congestion_map.png
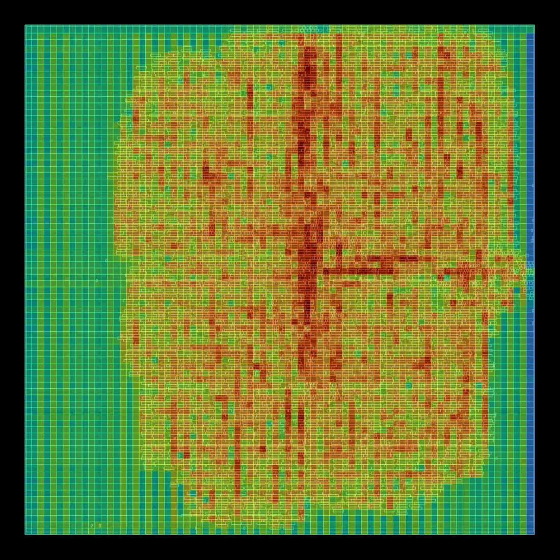
m4.png
Scale: 1 px per µm. Supply wires on this layer in gray.
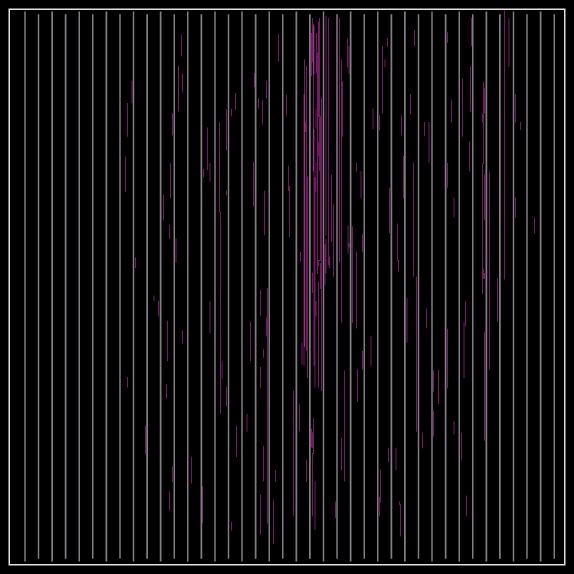
clock_wires.png
Scale: 1 px per µm.
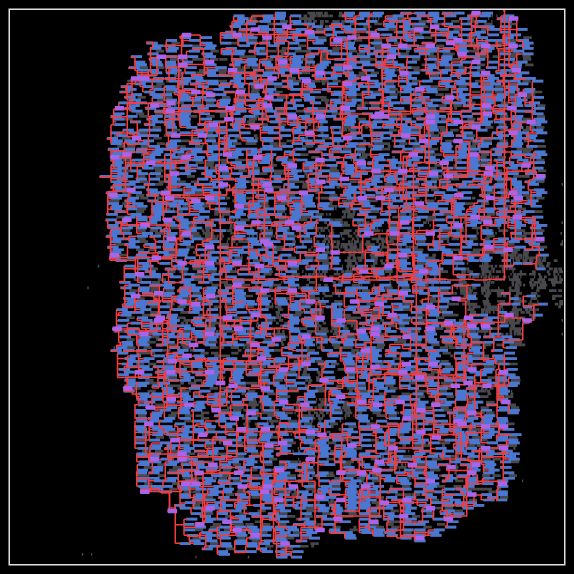
util_map.png
The die is cut into 28 by 28 equal tiles; dark blue is low, red is high, 0 to 100% covered.
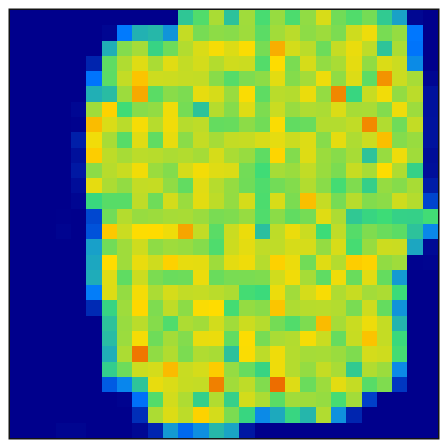
port_trees.png
Scale: 1 px per µm.
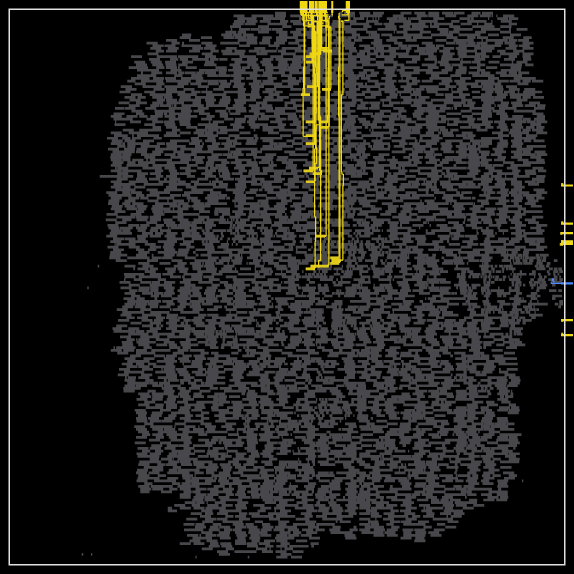
Design nkmd_dai_rx_mc, sky130hd; sources not shown.
==> results.py <==
# Physical implementation metrics
metrics = {
    "status": {
        "outcome": "finished, violations left",
        "violations": "max-capacitance violations, max-slew violations",
    },
    "synthesis": {
        "syn-cell-area_mm2": 0.122,
        "avgSynthCellArea_um2": 23.4,
    },
    "critical_path": {
        "reg2reg_slack_ns": 1.88,
        "worstPathRequired_ns": 6.66,
        "cp.arrival_ns": 5.78,
        "critPathBufInv": 2,
        "cpPeakStageDelay_ns": 2.93,
    },
    "grt": {
        "antenna_found_initial": 15,
        "grt-ovfl-total": 0,
    },
    "power": {
        "power_frac_seq": 0.516,
        "ir_drop_v": 0.000221,
        "powerDensity_mw_per_mm2": 307,
        "comb_power_share": 0.074,
    },
    "route": {
        "m1WireLength_mm": 126,
        "wl_per_cell_um": 31.1,
        "top_layer_used": "met4",
        "dr_wl_met2_mm": 149,
    },
    "flow_run": {
        "maxCapViolCount": 45,
    },
    "clock_tree": {
        "ctsResizeCount": 0,
        "cts.clk_slew.worst_paths_ns": 0.06,
        "tritoncts": "done",
    },
    "sta": {
        "maxSlewViolCount": 3059,
    },
}
About congestion_map.png:
grt met3 use: 0.0330
M2 GR Usage: 0.324
Top Usage Layer GRT: met2
Final Util: 0.462

About m4.png:
The layer holds 3.1% of the routed length. The longest straight run is 293 µm.
final wirelength: 308 mm
Via Count: 57.0k

About clock_wires.png:
Key: red = clock wires [length 34.8 mm]; purple = clock-net drivers [count 313]; blue = flip-flops [count 3134]
There are 314 routed clock nets.
clock latency at the later pin of the worst-skew pair: 0.89 ns
clk_skew: 0.0507 ns
power share of the clock group: 0.410

About util_map.png:
The fullest tile reaches 88%. The emptiest ninth of the die: bottom left. The mean over all tiles is 44%. 26% of the tiles are nearly empty. 3.8% of the tiles are over 75% full.
FP Util: 0.402
core area: 0.303 mm²

About port_trees.png:
Key: yellow = data_o [bits 32, direction output, edge 24 top, 8 right, end cells 32, wire 3710 µm]; blue = we_i [bits 1, direction input, edge right, end cells 1, wire 16.9 µm]
# port buffers: 75
IO Pins: 125

[layer usage]
layer / vias up / global-route usage
met3: 395 / 0.0330
li1: 23100 / -
met2: 2313 / 0.324
met5: - / 0
met1: 31200 / 0.276
met4: 0 / 0.0597
[area by class of cell]
type,instances,area share
timing repair buffer,401,0.0260
inverter,50,0.00134
tap,3978,0.0356
clock buffer,388,0.0598
clock inverter,166,0.0122
sequential,3134,0.670
multi-input combinational,1767,0.195
antenna,5,0.0000894
[stage by stage]
stage	power, W	instance area, µm²	util
floorplan	0.0244	122000	-
global placement	0.0257	130000	0.429
detailed placement	0.0257	130000	0.429
CTS	0.0432	140000	0.462
global route	0.0442	140000	0.462
finish	0.0429	140000	0.462
[placed cells by master, fill, tap and decap left out, drive strengths merged, types with 11 or more instances in the layout]
master	count
o221ai	17
bufinv	30
nand4	33
o21ai	19
inv	60
clkbuf	436
nand3	39
clkinv	115
nor2	152
nor2b	30
clkdlybuf4s50	38
dlygate4sd3	13
mux2i	114
mux4	923
edfxtp	3072
ha	55
o22a	17
dfrtp	62
nand2	166
a21oi	19
xor2	11
and3	14
buf	302
a311oi	12
clkinvlp	11
xnor2	21
[power groups by stage]
stage	logic [W]	clock network [W]	registers (W)
after CTS	0.00319	0.0179	0.0221
after detailed placement	0.00318	0	0.0225
final	0.00316	0.0176	0.0222
after global placement	0.00312	0	0.0225
after floorplan	0.00189	0	0.0225
after global routing	0.00338	0.0186	0.0222
Power is estimated from default activity; no workload was simulated.
